## config.mk

```make
export PLATFORM = sky130hd
export DESIGN_NAME = dac_spi_multi
export DESIGN_NICKNAME = d
export VERILOG_FILES = /design/src/rtl/dac_spi_multi.sv
export SDC_FILE = /design/constraint.sdc
export NUM_CORES = 1
export LEC_CHECK = 0
export CAP_MARGIN = 30
export CORE_MARGIN = 5
export CORE_UTILIZATION = 30
export DETAILED_ROUTE_END_ITERATION = 7
export GPL_TIMING_DRIVEN = 0
export PLACE_DENSITY = 0.48
export REMOVE_ABC_BUFFERS = 1
export SYNTH_ARGS = -nofsm -noshare
export SYNTH_HDL_FRONTEND = slang
export SYNTH_SLANG_ARGS = --single-unit
```

## constraint.sdc

```tcl
create_clock -name clk -period 7.3 [get_ports clk]
set_clock_uncertainty 0.2 [all_clocks]
set_input_delay 1.095 -clock clk [delete_from_list [all_inputs] [get_ports clk]]
set_output_delay 1.095 -clock clk [all_outputs]
set_load 0.02 [all_outputs]
```

## src/rtl/dac_spi_multi.sv

```systemverilog
// Multi-channel SPI-style DAC driver: serialises N_CH words MSB first per start
// request and drives CS, SCK, SDI and LDAC, with per-word or simultaneous LDAC.
`timescale 1ns/1ps

module dac_spi_multi #(
    parameter int DATA_W    = 16,
    parameter int N_CH      = 4,
    parameter int CH_W      = 2,
    parameter int SCK_DIV   = 2,
    parameter int T_LS      = 4,
    parameter int T_LD      = 7,
    parameter int LDAC_MODE = 0
) (
    input  logic                     clk,
    input  logic                     rst_n,
    input  logic                     key_state,
    input  logic                     start,
    input  logic [N_CH*DATA_W-1:0]   data_in,
    output logic                     busy,
    output logic                     done,
    output logic                     cs,
    output logic                     sck,
    output logic                     sdi,
    output logic                     ldac
);

    localparam int BIT_W = (DATA_W > 1) ? $clog2(DATA_W) : 1;
    localparam int DIV_W = (SCK_DIV > 1) ? $clog2(SCK_DIV) : 1;
    localparam int T_MAX = (T_LS > T_LD) ? T_LS : T_LD;
    localparam int T_W   = (T_MAX > 1) ? $clog2(T_MAX) : 1;

    typedef enum logic [1:0] {IDLE, SHIFT, CS_HI, LDAC_LO} state_t;

    state_t                   state_q, state_d;
    logic [N_CH*DATA_W-1:0]   shadow_q, shadow_d;
    logic [DATA_W-1:0]        shreg_q, shreg_d;
    logic [CH_W-1:0]          ch_q, ch_d;
    logic [BIT_W-1:0]         bit_q, bit_d;
    logic [DIV_W-1:0]         div_q, div_d;
    logic [T_W-1:0]           tcnt_q, tcnt_d;
    logic                     sck_d, cs_d, sdi_d, ldac_d, busy_d, done_d;

    logic div_tick, fall_tick, word_end, ls_end, ld_end, last_ch, go, next_word;

    assign div_tick  = (div_q == DIV_W'(SCK_DIV - 1));
    assign fall_tick = (state_q == SHIFT) && div_tick && sck;
    assign word_end  = fall_tick && (bit_q == BIT_W'(DATA_W - 1));
    assign ls_end    = (tcnt_q == T_W'(T_LS - 1));
    assign ld_end    = (tcnt_q == T_W'(T_LD - 1));
    assign last_ch   = (ch_q == CH_W'(N_CH - 1));
    assign go        = (state_q == IDLE) && start && key_state;
    // The shadow register shifts down one word per load, so its low word is always the next to send.
    assign next_word = key_state &&
                       (((state_q == CS_HI) && ls_end && (LDAC_MODE != 0) && !last_ch) ||
                        ((state_q == LDAC_LO) && ld_end && !last_ch));

    // NOTE: sequential state uses non-blocking assignments so every register samples pre-edge values.
    always_ff @(posedge clk or negedge rst_n) begin
        if (!rst_n) state_q <= IDLE;
        else        state_q <= state_d;
    end

    // NOTE: every comb output gets a default first so no latch is inferred on unlisted paths.
    always_comb begin
        state_d = state_q;
        if (!key_state) begin
            state_d = IDLE;
        end else begin
            case (state_q)
                IDLE:    if (start)    state_d = SHIFT;
                SHIFT:   if (word_end) state_d = CS_HI;
                CS_HI:   if (ls_end)   state_d = ((LDAC_MODE == 0) || last_ch) ? LDAC_LO : SHIFT;
                LDAC_LO: if (ld_end)   state_d = last_ch ? IDLE : SHIFT;
                default:               state_d = IDLE;
            endcase
        end
    end

    always_comb begin
        shadow_d = shadow_q;
        shreg_d  = shreg_q;
        ch_d     = ch_q;
        bit_d    = '0;
        div_d    = '0;
        sck_d    = 1'b0;
        tcnt_d   = '0;

        if (go) begin
            shadow_d = data_in;
            shreg_d  = data_in[DATA_W-1:0];
            ch_d     = '0;
        end else if (next_word) begin
            shadow_d = shadow_q >> DATA_W;
            shreg_d  = shadow_d[DATA_W-1:0];
            ch_d     = ch_q + 1'b1;
        end

        // SCK only runs while staying in SHIFT; entry and exit leave it low with counters cleared.
        if ((state_q == SHIFT) && (state_d == SHIFT)) begin
            div_d = div_tick ? '0 : div_q + 1'b1;
            sck_d = div_tick ? ~sck : sck;
            bit_d = bit_q;
            if (fall_tick) begin
                bit_d   = bit_q + 1'b1;
                shreg_d = shreg_q << 1;
            end
        end

        if ((state_d == state_q) && ((state_q == CS_HI) || (state_q == LDAC_LO)))
            tcnt_d = tcnt_q + 1'b1;

        if (state_d == IDLE)
            ch_d = '0;

        cs_d   = (state_d != SHIFT);
        ldac_d = (state_d != LDAC_LO);
        busy_d = (state_d != IDLE);
        sdi_d  = (state_d == SHIFT) && shreg_d[DATA_W-1];
        done_d = key_state && (state_q == LDAC_LO) && ld_end && last_ch;
    end

    always_ff @(posedge clk or negedge rst_n) begin
        if (!rst_n) begin
            shreg_q <= '0;
            ch_q    <= '0;
            bit_q   <= '0;
            div_q   <= '0;
            tcnt_q  <= '0;
            sck     <= 1'b0;
            cs      <= 1'b1;
            sdi     <= 1'b0;
            ldac    <= 1'b1;
            busy    <= 1'b0;
            done    <= 1'b0;
        end else begin
            shreg_q <= shreg_d;
            ch_q    <= ch_d;
            bit_q   <= bit_d;
            div_q   <= div_d;
            tcnt_q  <= tcnt_d;
            sck     <= sck_d;
            cs      <= cs_d;
            sdi     <= sdi_d;
            ldac    <= ldac_d;
            busy    <= busy_d;
            done    <= done_d;
        end
    end

    // NOTE: the shadow words are pure data, always loaded before use, so they carry no reset.
    always_ff @(posedge clk) begin
        shadow_q <= shadow_d;
    end

endmodule

```

==> Changelog: implementation <==
### Changed

- Worst setup path endpoint: shreg_q[3]
- Aggregate global-route resource usage: roughly 11%
- Cell area after layout: 4850 µm²
- Number of remaining DRC errors: 0
- Worst reg2reg setup slack: about 4.4 ns
- Multiplexer share of the synthesized area: less than 1%
- Proportion of register bits with asynchronous set or reset after synthesis: a little over 40%
- Root cell of the clock tree: clkbuf_16
- Final instance count without filler cells: around 560
- Top cell excl fill/tap: nand2_1
- Status: finished, final reports clean
- Top Ports: around 74
- Area share of fa/ha/maj cells after synthesis: around 1.7%
- Register with the most flip-flops: shadow_q
- Seq cells post-synth: 82
- Maximum single-stage delay on the critical path: between 0.7 and 0.8 ns
- Achievable clock frequency: 263 MHz
- Cell depth of the worst flop-to-flop path: 6
- Layer carrying the most global-route usage: met2
- Commonest cells after routing, fill and taps aside: 118 x nand2_1, 72 x clkdlybuf4s50_1, 48 x edfxtp_1
- Post-synthesis cell type with the largest instance count: nand2_1
- Number of CTS-inserted buffers: 9
- Final net count: about 480
- Highest metal layer with signal wires: met4
- Largest register FFs: between 40 and 50
- Cell type group with the largest total delay on the critical path: buffers and inverters
- Met3 capacity usage during global routing: under 10%
- Worst endpoint required time: 7.33 ns
- Number of maximum-capacitance constraint violations: 0
- Number of H-tree branching levels: 3
- Largest registers: shadow_q x48, shreg_q x16, bit_q x4
- Clock tree cell share of total cell area: roughly 5.5%
- Detailed Route WL: around 7600 µm
- Vias per std cell: 4.61
- Gate Count Post-Synth: approximately 340
- Area of the synthesized netlist per yosys stat: about 3700 µm²
- Worst Min Path Start: shreg_q[8]
- Worst hold endpoint: shreg_q[9]
- Int Pwr: 819 µW
- Average size of a mapped cell: 10.7 µm²
- Area of combinational cells with multiple inputs: roughly 1300 µm²
- Met2 Usage GRT: a little under a fifth
- Share of power burned in the clock network: about two fifths
- Final setup margin: roughly 3.5 ns
- Y dimension of the die: between 100 and 150 µm
- Number of DRC violations after detailed-routing iteration 0: 115
- Number of rows in the core area: around 40
- Bufs w/o clock: approximately 78
- Largest Pwr Group: registers
- Endpoint kind of the worst setup timing path: flip-flop
- Tmin final: 3.81 ns
- Number of port buffers: ~73
- Number of resized instances in the post-cts repair step: 0
- Routed wire length on met3: 434 µm
- Area post-placement: roughly 4600 µm²
- Yosys warning count: 0
- Critical Path Start: key_state
- Maximum net fanout on the critical path: around 50
- Post-CTS setup buffer count: 0
- Clock Path Buffers: 2
- Clock Sinks: just over 80
- Cell count in the Yosys report: between 300 and 400
- Number of detailed-routing iterations run before antenna repair: 4
- Parity-gate share of the synthesized area counting xor and xnor cells: less than 1%
- Met1 track demand over resource in global routing: ~14%
- Hold-fix buffers at CTS: 0
- Cell count of the worst hold path: 2
- Post-synth design cell area: 3650 µm²
- Core utilization before placement: roughly 31%
- CP most frequent cell: buf_12
- Share of cells above drive strength 1: under 10%
- Placed instance count: 546
- Type of the worst setup path: primary input to flip-flop
- Crit-path slowest cell: clkdlybuf4s50_1
- Share of total power consumed by net switching: about 22%
- Buffer-and-inverter tally for the worst setup path: 3
- Top cell type's share of synthesized area: a little under 40%
- Number of enable flip-flop cells: approximately 48
- Share of total power in combinational logic: around a tenth
- Sequential Area: 2290 µm²
- Final weighted congestion in routability-driven placement: ~0.7
- Inserted Diodes: 0
- Top logic cell family in the synthesized netlist: simple AND/OR/NAND/NOR gates
- Top_reg_cell synth: edfxtp_1
- P&R area growth vs syn: 32.7%
- Clock slew at reported path FFs: 0.06 ns
- Sequential share of power: 51.1%
- Metal1 wirelength: 3420 µm
- Horizontal die size: ~120 µm
- CP Cell Sequence: clkdlybuf4s50_1, nand4bb_4, o21ai_4, buf_12, buf_12, nor2_1, o31ai_1
- Unrepaired setup endpoints after global routing: false
- Worst slew margin relative to its limit: ~44%
- Comb/total area: between 20% and 30%
- Path type of the worst min-delay path: flip-flop to flip-flop
- Final setup violation count: 0
- Net switching power of the design: approximately 230 µW
- Final Slew Violations: 0
- Worst Setup Start Kind: primary input
- Top cells by area: edfxtp_1 39%, dfrtp_1 22%, nand2_1 12%
- Overflow after GRT: 0
- Most frequent cells after synthesis: 118 x nand2_1, 48 x edfxtp_1, 32 x dfrtp_1
- Least-Margin Pin Slew: between 0.8 and 0.9 ns
- Number of antenna violations at the first check in global routing: 0
- Total power: ~1.0 mW
- Total length of routed met2 wires: 3660 µm
- Standby leakage power: roughly 1.9 nW
- Endpoint of the most critical register-to-register path: shreg_q[3]
- Worst slack at placement: a little over 3 ns
- Wire length of the first global-routing pass: roughly 13000 µm
- Maximum number of pins on one net before global-route repair: ~51
- Simple Share, Synth: a little over a fifth
- Sequential share of the synthesized area: between 60% and 70%
- Number of distinct library cells after synthesis: approximately 40
- Routed length per placed instance: approximately 14 µm
- Count of inverters not on the clock network in the layout: 5
- Summed negative setup slack over all endpoints: 0 ns
- DR vias: approximately 2600
- Portion of the layout cell area used by non-clock buffers: ~17%
- Clock tree from TritonCTS: built
- #MultiIn Comb: about 230
- Largest area class, layout: flip-flops and latches
- Clk_buf instances: 13
- Fin util: roughly 40%
- Clock net power: 408 µW
- Pwr/cell area: ~220 nW/µm²
- Via count of the first global-routing pass: approximately 2700
- Cell taking the most area after synthesis: edfxtp_1
- P_seq: about 540 µW
- Worst hold-check slack: roughly 0.28 ns
- Compound-Gate Fraction of Synth Area: about a tenth
- Final Hold Viols: 0
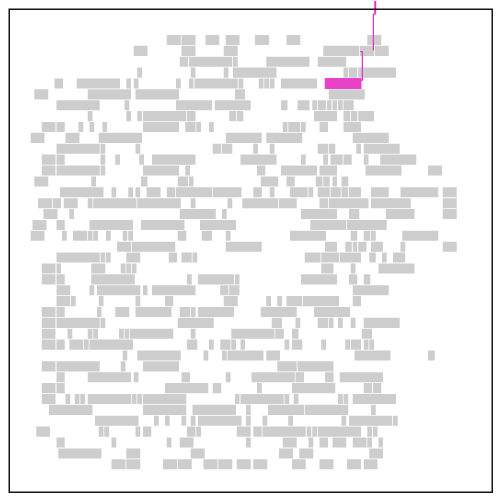
**Above:** wires at chosen ports, followed through buffers.
Drawn at 4 px/µm.
Magenta stands for busy, direction output, edge top, end cells 1, buffers 1, wire 18.2 µm.

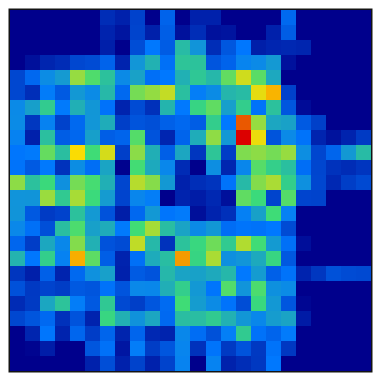
**Above:** routed metal per tile.
Drawn at 3 px/µm. The die is cut into 24 by 24 equal tiles; dark blue is low, red is high, scaled to the fullest tile. Values are wire area over tile area, all layers added.
The fullest tile reaches 0.38. 23% of the tiles are nearly empty. The mean over all tiles is 0.083.

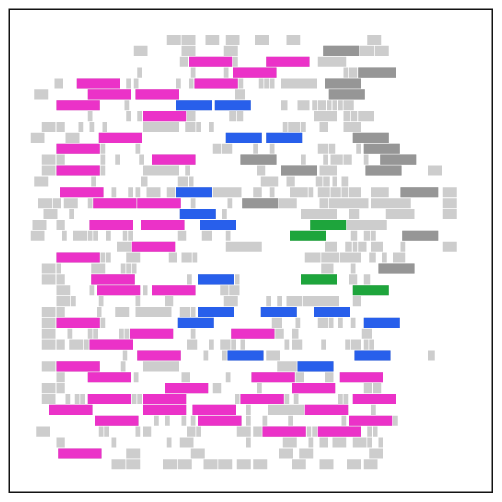
**Above:** sequential cells grouped by signal name.
Drawn at 4 px/µm. Other sequential cells in the stronger gray, the rest of the logic in the fainter gray.
Magenta stands for shadow_q, sequential cells 48. Blue stands for shreg_q, sequential cells 16. Green stands for bit_q, sequential cells 4.

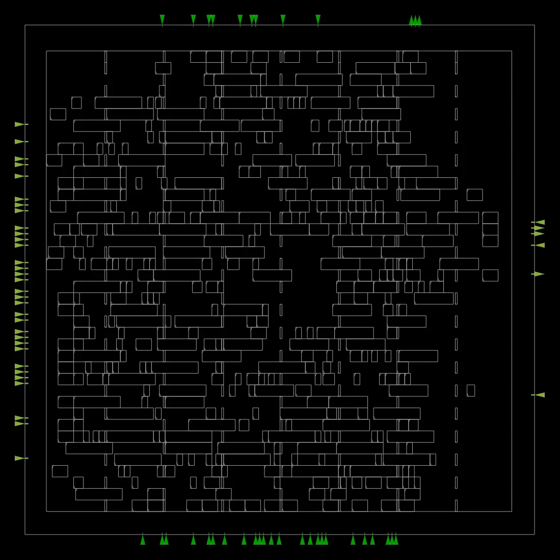
**Above:** placement view.
flip-flops: 82
Seq area share: 47.3%
Well Taps: 147
number of filler cells placed in the layout: 1174
area of the core: 12000 µm²

No activity file was given, so power comes from the tool's default toggle rates.
